==> config.mk <==
export PLATFORM = sky130hd
export DESIGN_NAME = mem_arbiter_flat
export DESIGN_NICKNAME = d
export VERILOG_FILES = /design/src/rtl/mem_arbiter_if.sv /design/src/rtl/mem_arbiter.sv /design/src/flat_wrapper.sv
export SDC_FILE = /design/constraint.sdc
export NUM_CORES = 1
export LEC_CHECK = 0
export CAP_MARGIN = 10
export CELL_PAD_IN_SITES_DETAIL_PLACEMENT = 0
export CELL_PAD_IN_SITES_GLOBAL_PLACEMENT = 2
export CORE_ASPECT_RATIO = 1.2
export CORE_MARGIN = 10
export CORE_UTILIZATION = 38
export CTS_CLUSTER_SIZE = 25
export DETAILED_ROUTE_END_ITERATION = 8
export DONT_BUFFER_PORTS = 1
export PLACE_DENSITY_LB_ADDON = 0.08
export SYNTH_ARGS = -nofsm -noshare
export SYNTH_HDL_FRONTEND = slang
export SYNTH_SLANG_ARGS = --single-unit
==> constraint.sdc <==
create_clock -name clk -period 4.6 [get_ports clk]
set_input_delay 0.46 -clock clk [delete_from_list [all_inputs] [get_ports clk]]
set_output_delay 0.46 -clock clk [all_outputs]
set_load 0.01 [all_outputs]
==> src/rtl/mem_arbiter_if.sv <==
// Bus bundle between the core's fetch/data ports, the arbiter and the single-port test memory.
// The slave modport is the arbiter's view; the master modport is the core-plus-memory side.
interface mem_arbiter_if;
    logic        i_req;
    logic [31:0] i_addr;
    logic        i_ready;
    logic        i_rvalid;
    logic [31:0] i_rdata;

    logic        d_req;
    logic        d_we;
    logic [31:0] d_addr;
    logic [31:0] d_wdata;
    logic [3:0]  d_wstrb;
    logic        d_ready;
    logic        d_rvalid;
    logic [31:0] d_rdata;

    logic [31:0] mem_addr;
    logic        mem_we;
    logic [31:0] mem_wdata;
    logic [31:0] mem_rdata;

    modport slave (
        input  i_req, i_addr, d_req, d_we, d_addr, d_wdata, d_wstrb, mem_rdata,
        output i_ready, i_rvalid, i_rdata, d_ready, d_rvalid, d_rdata,
        output mem_addr, mem_we, mem_wdata
    );

    modport master (
        output i_req, i_addr, d_req, d_we, d_addr, d_wdata, d_wstrb, mem_rdata,
        input  i_ready, i_rvalid, i_rdata, d_ready, d_rvalid, d_rdata,
        input  mem_addr, mem_we, mem_wdata
    );
endinterface

==> src/rtl/mem_arbiter.sv <==
// Round-robin arbiter sharing one word-wide memory between fetch and load/store ports.
// Sub-word stores become read-modify-write; a nonzero tohost halts all traffic and reports pass/fail.
module mem_arbiter #(
    parameter logic [7:0] PASS_CODE = 8'h01
) (
    input  logic               clk,
    input  logic               rst,
    mem_arbiter_if.slave       bus,
    input  logic [7:0]         tohost,
    output logic               halt,
    output logic               pass,
    output logic [31:0]        cycle_count
);

    typedef enum logic [2:0] {
        StIdle, StIRd, StDRd, StDWr, StDRmwRd, StDRmwWr, StHalt
    } state_e;

    typedef enum logic {PortI, PortD} port_e;

    state_e      state_q;
    port_e       rr_last_q;
    logic        i_ready_q, i_rvalid_q, d_ready_q, d_rvalid_q, mem_we_q;
    logic [31:0] i_rdata_q, d_rdata_q, mem_addr_q, mem_wdata_q;
    logic        halt_q, pass_q;
    logic [31:0] cycle_q;

    logic        decide, excl_i, excl_d, want_i, want_d, pick_i, pick_d;
    logic [31:0] merge;

    always_comb begin
        decide = 1'b0;
        excl_i = 1'b0;
        excl_d = 1'b0;
        // The port acknowledged this cycle still shows its old request; keep it out of the decision.
        unique case (state_q)
            StIdle:                   decide = 1'b1;
            StIRd:                    begin decide = 1'b1; excl_i = 1'b1; end
            StDRd, StDWr, StDRmwWr:   begin decide = 1'b1; excl_d = 1'b1; end
            default:                  decide = 1'b0;
        endcase
        want_i = bus.i_req && !excl_i;
        want_d = bus.d_req && !excl_d;
        pick_i = want_i && (!want_d || (rr_last_q == PortD));
        pick_d = want_d && !pick_i;
        merge  = '0;
        for (int n = 0; n < 4; n++) begin
            merge[8*n +: 8] = bus.d_wstrb[n] ? bus.d_wdata[8*n +: 8] : bus.mem_rdata[8*n +: 8];
        end
    end

    always_ff @(posedge clk) begin
        if (rst) begin
            state_q     <= StIdle;
            rr_last_q   <= PortD;
            i_ready_q   <= 1'b0;
            i_rvalid_q  <= 1'b0;
            d_ready_q   <= 1'b0;
            d_rvalid_q  <= 1'b0;
            mem_we_q    <= 1'b0;
            i_rdata_q   <= '0;
            d_rdata_q   <= '0;
            mem_addr_q  <= '0;
            mem_wdata_q <= '0;
            halt_q      <= 1'b0;
            pass_q      <= 1'b0;
            cycle_q     <= '0;
        end else begin
            i_ready_q  <= 1'b0;
            i_rvalid_q <= 1'b0;
            d_ready_q  <= 1'b0;
            d_rvalid_q <= 1'b0;
            mem_we_q   <= 1'b0;
            if (state_q != StHalt) cycle_q <= cycle_q + 32'd1;

            unique case (state_q)
                StIRd: begin
                    i_rvalid_q <= 1'b1;
                    i_rdata_q  <= bus.mem_rdata;
                end
                StDRd: begin
                    d_rvalid_q <= 1'b1;
                    d_rdata_q  <= bus.mem_rdata;
                end
                StDWr, StDRmwWr: d_rvalid_q <= 1'b1;
                StDRmwRd: begin
                    mem_we_q    <= 1'b1;
                    mem_wdata_q <= merge;
                    d_ready_q   <= 1'b1;
                    state_q     <= StDRmwWr;
                end
                default: ;
            endcase

            if (decide) begin
                if (tohost != 8'h00) begin
                    state_q <= StHalt;
                    halt_q  <= 1'b1;
                    pass_q  <= (tohost == PASS_CODE);
                end else if (pick_i) begin
                    state_q    <= StIRd;
                    i_ready_q  <= 1'b1;
                    mem_addr_q <= {bus.i_addr[31:2], 2'b00};
                    rr_last_q  <= PortI;
                end else if (pick_d) begin
                    mem_addr_q <= {bus.d_addr[31:2], 2'b00};
                    rr_last_q  <= PortD;
                    if (!bus.d_we) begin
                        state_q   <= StDRd;
                        d_ready_q <= 1'b1;
                    end else if (bus.d_wstrb == 4'hF || bus.d_wstrb == 4'h0) begin
                        // An all-zero strobe is acknowledged without touching memory.
                        state_q     <= StDWr;
                        d_ready_q   <= 1'b1;
                        mem_we_q    <= |bus.d_wstrb;
                        mem_wdata_q <= bus.d_wdata;
                    end else begin
                        state_q <= StDRmwRd;
                    end
                end else begin
                    state_q <= StIdle;
                end
            end
        end
    end

    assign bus.i_ready   = i_ready_q;
    assign bus.i_rvalid  = i_rvalid_q;
    assign bus.i_rdata   = i_rdata_q;
    assign bus.d_ready   = d_ready_q;
    assign bus.d_rvalid  = d_rvalid_q;
    assign bus.d_rdata   = d_rdata_q;
    assign bus.mem_addr  = mem_addr_q;
    assign bus.mem_we    = mem_we_q;
    assign bus.mem_wdata = mem_wdata_q;
    assign halt          = halt_q;
    assign pass          = pass_q;
    assign cycle_count   = cycle_q;

endmodule

==> src/flat_wrapper.sv <==
// flat-port wrapper written by rule: the top's interface ports become plain ports
module mem_arbiter_flat 
#(
    parameter logic [7:0] PASS_CODE = 8'h01
)
  (clk, rst, tohost, halt, pass, cycle_count, bus_i_req, bus_i_addr, bus_d_req, bus_d_we, bus_d_addr, bus_d_wdata, bus_d_wstrb, bus_mem_rdata, bus_i_ready, bus_i_rvalid, bus_i_rdata, bus_d_ready, bus_d_rvalid, bus_d_rdata, bus_mem_addr, bus_mem_we, bus_mem_wdata);
  mem_arbiter_if bus_i ();
  input  logic clk;
  input  logic rst;
  input  logic [7:0] tohost;
  output logic halt;
  output logic pass;
  output logic [31:0] cycle_count;
  input wire logic [$bits(bus_i.i_req)-1:0] bus_i_req;
  input wire logic [$bits(bus_i.i_addr)-1:0] bus_i_addr;
  input wire logic [$bits(bus_i.d_req)-1:0] bus_d_req;
  input wire logic [$bits(bus_i.d_we)-1:0] bus_d_we;
  input wire logic [$bits(bus_i.d_addr)-1:0] bus_d_addr;
  input wire logic [$bits(bus_i.d_wdata)-1:0] bus_d_wdata;
  input wire logic [$bits(bus_i.d_wstrb)-1:0] bus_d_wstrb;
  input wire logic [$bits(bus_i.mem_rdata)-1:0] bus_mem_rdata;
  output wire logic [$bits(bus_i.i_ready)-1:0] bus_i_ready;
  output wire logic [$bits(bus_i.i_rvalid)-1:0] bus_i_rvalid;
  output wire logic [$bits(bus_i.i_rdata)-1:0] bus_i_rdata;
  output wire logic [$bits(bus_i.d_ready)-1:0] bus_d_ready;
  output wire logic [$bits(bus_i.d_rvalid)-1:0] bus_d_rvalid;
  output wire logic [$bits(bus_i.d_rdata)-1:0] bus_d_rdata;
  output wire logic [$bits(bus_i.mem_addr)-1:0] bus_mem_addr;
  output wire logic [$bits(bus_i.mem_we)-1:0] bus_mem_we;
  output wire logic [$bits(bus_i.mem_wdata)-1:0] bus_mem_wdata;
  assign bus_i.i_req = bus_i_req;
  assign bus_i.i_addr = bus_i_addr;
  assign bus_i.d_req = bus_d_req;
  assign bus_i.d_we = bus_d_we;
  assign bus_i.d_addr = bus_d_addr;
  assign bus_i.d_wdata = bus_d_wdata;
  assign bus_i.d_wstrb = bus_d_wstrb;
  assign bus_i.mem_rdata = bus_mem_rdata;
  assign bus_i_ready = bus_i.i_ready;
  assign bus_i_rvalid = bus_i.i_rvalid;
  assign bus_i_rdata = bus_i.i_rdata;
  assign bus_d_ready = bus_i.d_ready;
  assign bus_d_rvalid = bus_i.d_rvalid;
  assign bus_d_rdata = bus_i.d_rdata;
  assign bus_mem_addr = bus_i.mem_addr;
  assign bus_mem_we = bus_i.mem_we;
  assign bus_mem_wdata = bus_i.mem_wdata;
  mem_arbiter #(.PASS_CODE(PASS_CODE)) u_core (.clk(clk), .rst(rst), .bus(bus_i), .tohost(tohost), .halt(halt), .pass(pass), .cycle_count(cycle_count));
endmodule
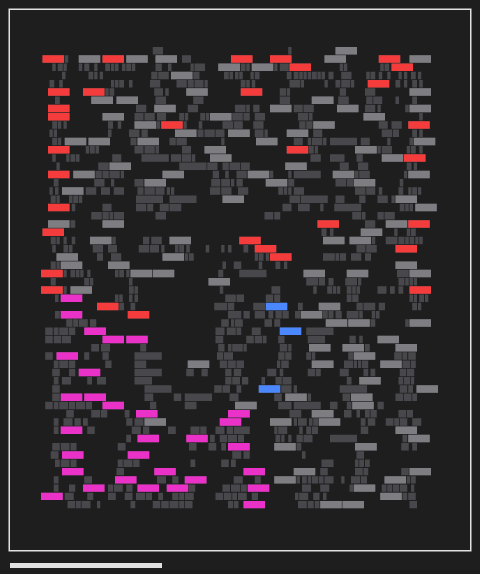
Run 1: sequential cells grouped by signal name
The bar under the picture is 50 um long.
legend:
  magenta:
    netlist_name: u_core.bus.mem_addr
    flops: 30
  red:
    netlist_name: u_core.bus.d_rdata
    flops: 32
  blue:
    netlist_name: u_core.state_q
    flops: 3

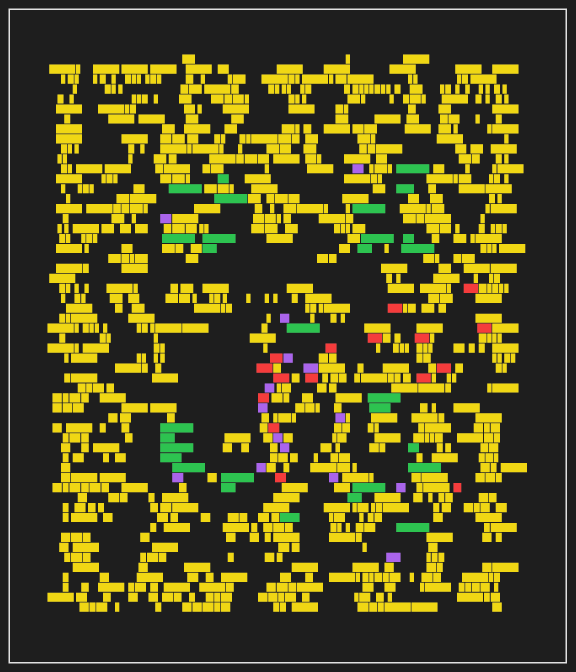
Run 1: cell sizes after repair
legend:
  green:
    size: x6 and larger
    cells: 29
  purple:
    size: x3 and x4
    cells: 15
  yellow:
    size: x1 and smaller
    cells: 831
  red:
    size: x2
    cells: 16

==> qor.txt, run 1 <==
Die Area: 27,000 sq um
Post-Syn Instances: 941
Ant. Diodes: 0
Worst hold-check path type: input port to flip-flop
Buffers, non-clock: 10
Synth top cells by count: dfxtp_1 (169), nand2_1 (146), a21oi_1 (89), clkbuf_1 (74), mux2i_1 (64)
Comb gates: 671
Fmax: 342 MHz
Hpwl dp: 18.6 mm
Final-report hold violation count: 0
Net Sw Frac: 27.8%
Setup TNS: 0 ns
Post-DR vias/cell: 5.93
Slew Limit Fails: 0
Worst r2r src: u_core.state_q[0]
Final Skew: 0.0142 ns
Pre-CTS setup slack: 1.49 ns
TritonRoute pass-1 iters: 7
Logic gate share of total power: 7.6%
NonClk Buf Share: 0.966%
DRT antenna net count: 0
Seq pwr share: 48.9%
Post-cts hold-fix buffer tally: 0
Post-synthesis cell area: 7900 sq um
# IOs: 312
Iteration-0 DRC count of the detailed router: 479
Crit path cell chain: nor2b_1 -> o211a_1 -> buf_4 -> and3_1 -> a311oi_1
Main flop type: dfxtp_1
Status: finished, final reports clean
Root Buffer Master: clkbuf_16
Post-synth seq share: 42.8%
Initial antenna violation count: 0
Layout cells sized above 1: 6.73%
Min Hold Slack: 0.107 ns
Vias in the first global route: 6,481
RSZ-0062 raised after global routing: false
Final #Nets: 1,024
Placed Cells: 1,123
Async SR Flop Fraction: 0%
Clock sink count: 169
Crit path depth: 5
Max H-tree Level: 4
Final Power: 3.28 mW
Comb gate area: 4130 sq um
Ys cells: 941
Core Footprint: 20,300 sq um
Top delay family on crit path: simple AND/OR/NAND/NOR gates
NetSw: 0.910 mW
Syn Area/Cell: 8.40 sq um
First-pass GRT wire length: 40.0 mm
Worst EP required: 4.83 ns
# setup viols final: 0
Synth-to-Final Area Change: 8.17%
Post_cts resized: 0
Top Consumer: sequential cells
Clock network fraction of design power: 43.5%
YS chip area: 7900 sq um
Largest class: logic gates
Ys Warns: 0
CP Capture Type: flip-flop
Comb/total area: 48.3%
Crit path time final: 2.93 ns
CTS Buffer Depth: 2
Count leader, synth: dfxtp_1
Setup Fix Bufs, Post-CTS: 0
Most numerous logic cells after layout: dfxtp_1 (169), nand2_1 (146), a21oi_1 (88), mux2i_1 (64), nor2_1 (52)
Number of buffers created by CTS: 17
Seq. cell area: 3380 sq um
Placer Congestion: 0.808
Final Util: 42.1%
Crit path max-delay cell type: and3_1
WL/cell: 23.6 um
Via count: 6,854
Synthesized registers: 169
Clock-cell share: 6.88%
Post-route clock period utilization: 63.6%
Placement Cell Area: 7950 sq um
Worst Reg-to-Reg Cells: 5
Setup CP Type: flip-flop to flip-flop
Dominant cell type by area after synthesis: dfxtp_1
Pint: 2.37 mW
Clk latency late pin: 0.43 ns
Worst Max-Slew Pin Slew: 1.22 ns
I/O Buffers: 0
Tapcells: 265
Combinational power: 0.250 mW
Post-route DRC: 0
Inverter count: 9
Maximum number of pins on one net before global-route repair: 210
Crit path launch type: flip-flop
Area leader share: 42.8%
Flop count: 169
Endpoint of the worst-slack reg-to-reg timing path: u_core.bus.mem_addr[28]
Most numerous logic cell after layout: dfxtp_1
Leak: 2.80 nW
Worst setup endpoint: u_core.bus.mem_addr[28]
Total wire length: 27.2 mm
Top cells by area: dfxtp_1 (43%), mux2i_1 (8.1%), nand2_1 (6.9%)
TritonCTS clock tree: built
Cell Type Count: 48
Final instance area: 8550 sq um
Max Cap Viol: 0
Global-route usage over all layers: 18.9%
Hold path start: rst
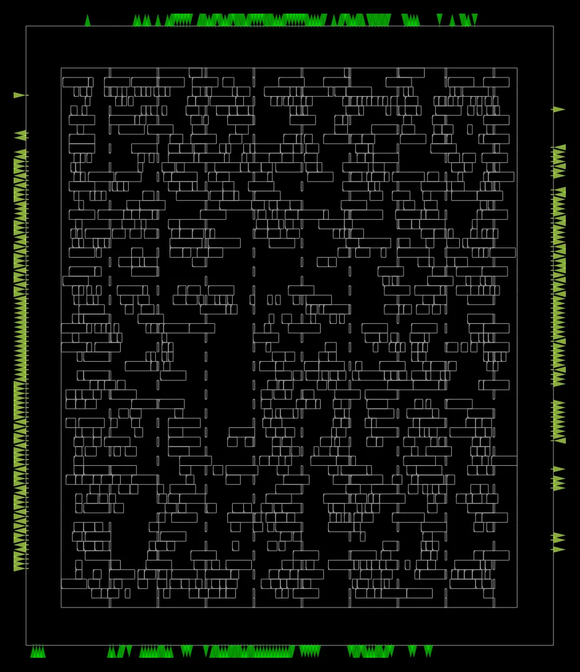
Run 1: placement view
FP Rows: 57
post-route insts no fill: 1,156

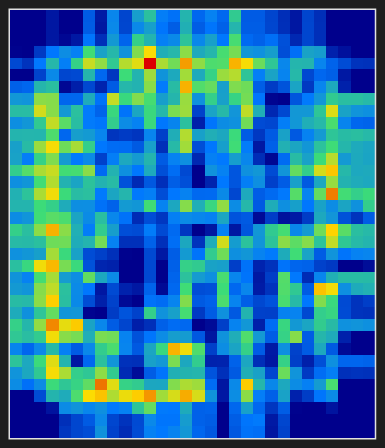
Run 1: signal metal coverage by tile
30 x 36 tiles, from dark blue (low) to red (high), scaled to the fullest tile. Values are wire area over tile area, all layers added.
fullest tile: 0.57
emptiest ninth of the die: south-east
nearly empty tiles: 9.6%

[run 1: metal layers]
metal  vias up  global-route usage, %  wire length, um
met5         -                      0                0
met4         0                   6.32              527
met3        27                   10.1             3560
met2       275                   31.0            13200
met1      3294                   20.5             9910
li1       3258                      -                -
[run 1: kinds of logic (layout without fill, tap and decap cells)]
logic type / after synthesis / count (layout) / share of synthesized area, %
buffers and inverters: 102 / 51 / 5.45
adder cells (fa/ha/maj): 1 / 1 / 0.158
AND/OR/NAND/NOR: 343 / 343 / 20.7
XOR/XNOR: 8 / 8 / 0.887
multiplexers: 71 / 71 / 9.10
other: 1 / 2 / 0.0474
AND-OR/OR-AND: 246 / 246 / 20.8
flip-flops: 169 / 169 / 42.8
Run 1, routed clock nets over the placement:
The bar under the picture is 50 um long.
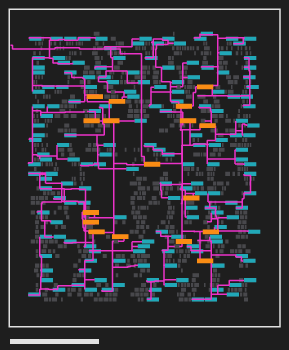

==> run 2: changes to the inputs <==
CORE_UTILIZATION = 32   (was 38)
clock period = 2.5 ns   (was 4.6 ns; I/O delays follow)
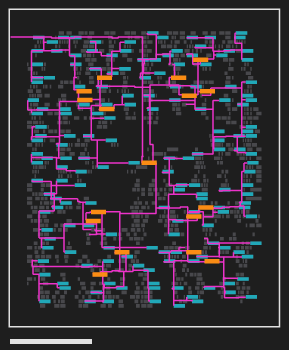
Run 2: routed clock nets over the placement
The bar under the picture is 50 um long.
legend:
  cyan:
    item: flip-flops
    count: 169
  orange:
    item: clock-net drivers
    count: 17
  magenta:
    item: clock wires
    length: 2,440 um
flops lie: all over the die
routed clock nets: 18

==> run 2 against run 1 <==
- design area rose by 19%
- clock skew is 0.0060 ns lower
- synthesized area unchanged
- largest power group unchanged
- core utilization hardly changed
- hold slack lost 0.097 ns
- global-route usage is 0.70 points higher
- via count is 11% higher
==> qor.txt, run 2 <==
Crit path launch type: flip-flop
M1 WL: 12.1 mm
Clock sink count: 169
Iteration-0 DRC count of the detailed router: 485
Count leader, synth: dfxtp_1
Post-synthesis cell area: 7900 sq um
Ys Warns: 0
Worst EP required: 2.88 ns
Total wire length: 32.1 mm
Layout cells sized above 1: 8.90%
Pre-CTS setup slack: 0.281 ns
DR top layer: met4
Die Area: 31,400 sq um
Status: finished, final reports clean
Crit path depth: 7
Post_cts resized: 0
Post-cts hold-fix buffer tally: 125
Worst Max-Slew Pin Slew: 0.775 ns
CTS Buffer Depth: 2
TritonCTS clock tree: built
Most numerous logic cell after layout: dfxtp_1
Placement Cell Area: 8240 sq um
Worst r2r src: u_core.state_q[2]
Simple share: 20.7%
Pint: 4.52 mW
Ys cells: 941
Endpoint of the worst-slack reg-to-reg timing path: u_core.bus.mem_addr[28]
WL met2: 15.4 mm
Post-synth seq share: 42.8%
Post-synth mux share: 9.10%
Syn Area/Cell: 8.40 sq um
Max H-tree Level: 4
Fmax: 418 MHz
GRT Max-Usage Layer: met2
Routed met3 length: 3.86 mm
RSZ-0062 raised after global routing: false
Final Util: 42.1%
TritonRoute pass-1 iters: 5
Net Sw Frac: 27.9%
Root Buffer Master: clkbuf_16
Slew Limit Fails: 0
Synthesized registers: 169
Post-route clock period utilization: 95.8%
Cell Type Count: 48
Final Skew: 0.00820 ns
Setup CP Type: flip-flop to flip-flop
Crit path time final: 2.39 ns
WL/cell: 23.5 um
Maximum number of pins on one net before global-route repair: 123
Max Cap Viol: 0
Worst setup endpoint: u_core.bus.mem_addr[28]
Xor/xnor share: 0.886%
Initial antenna violation count: 1
Crit path cell chain: buf_6 -> clkinvlp_4 -> o211a_2 -> and3_1 -> buf_4 -> a311oi_1 -> dlygate4sd3_1
Combinational power: 0.738 mW
Placer Congestion: 0.789
Worst Reg-to-Reg Cells: 7
Min Hold Slack: 0.00977 ns
Leak: 3.54 nW
Top cells by area: dfxtp_1 (43%), mux2i_1 (8.1%), nand2_1 (6.9%)
Final Power: 6.27 mW
Final instance area: 10,200 sq um
Top delay family on crit path: buffers and inverters
Vias in the first global route: 7,901
# IOs: 312
Yosys aoi share: 20.8%
Async SR Flop Fraction: 0%
Placed Cells: 1,203
Global-route usage over all layers: 19.6%
Post-Syn Instances: 941
Global Route met2 Usage: 31.8%
Via count: 7,630
Crit path max-delay cell type: dlygate4sd3_1
Adder share: 0.158%
CP Capture Type: flip-flop
Dominant cell type by area after synthesis: dfxtp_1
GRT met3 Usage: 10.1%
DRT antenna net count: 0
Main flop type: dfxtp_1
Synth top cells by count: dfxtp_1 (169), nand2_1 (146), a21oi_1 (89), clkbuf_1 (74), mux2i_1 (64)
Synth logic family: AND-OR/OR-AND gates
# setup viols final: 0
Worst hold-check path type: input port to flip-flop
First-pass GRT wire length: 47.9 mm
Top Consumer: sequential cells
Clk latency late pin: 0.44 ns
Seq pwr share: 46.7%
Synth-to-Final Area Change: 28.4%
Hold path start: rst
Logic gate share of total power: 11.8%
NetSw: 1.75 mW
Post-route DRC: 0
Number of buffers created by CTS: 17
Area leader share: 42.8%
Met1 usage: 21.7%
Setup TNS: 0 ns
I/O Buffers: 0
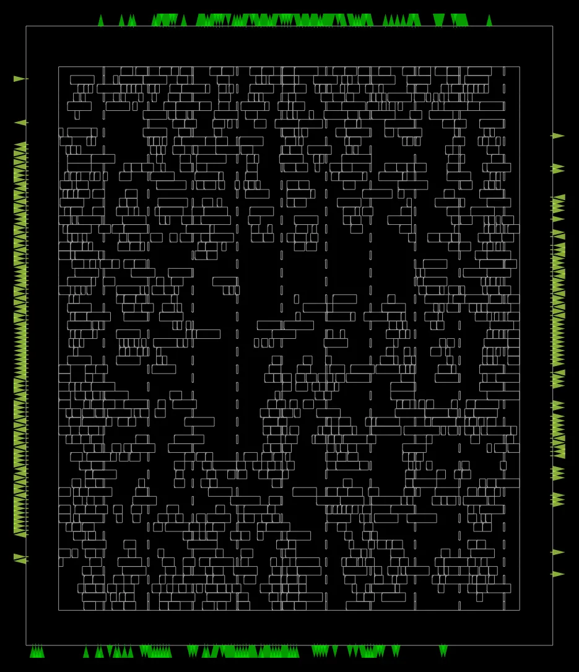
Run 2: placement view
Tapcells: 320
Core Footprint: 24,100 sq um
FP Rows: 62
post-route insts no fill: 1,366

-- run 2: cell count changes in the layout (fill, tap and decap cells not counted), moves of 2 or more --
cell	before	now
buf_4	9	31
clkinv_2	0	2
buf_12	0	4
buf_6	0	3
inv_8	5	0
clkinvlp_4	1	5
inv_6	3	6
clkinv_8	2	0
dlygate4sd3_1	0	125
-- run 2: cell type report --
| class | count | area [sq um] | area share [%] |
|---|---|---|---|
| Clock buffer | 17 | 425 | 4.19 |
| Antenna cell | 1 | 2.50 | 0.0246 |
| Multi-Input combinational cell | 671 | 4140 | 40.8 |
| Inverter | 9 | 37.5 | 0.370 |
| Timing Repair Buffer | 164 | 1630 | 16.0 |
| Clock inverter | 15 | 140 | 1.38 |
| Tap cell | 320 | 400 | 3.94 |
| Sequential cell | 169 | 3380 | 33.3 |
Power figures rest on the tool's default switching activity, not on a simulated workload.
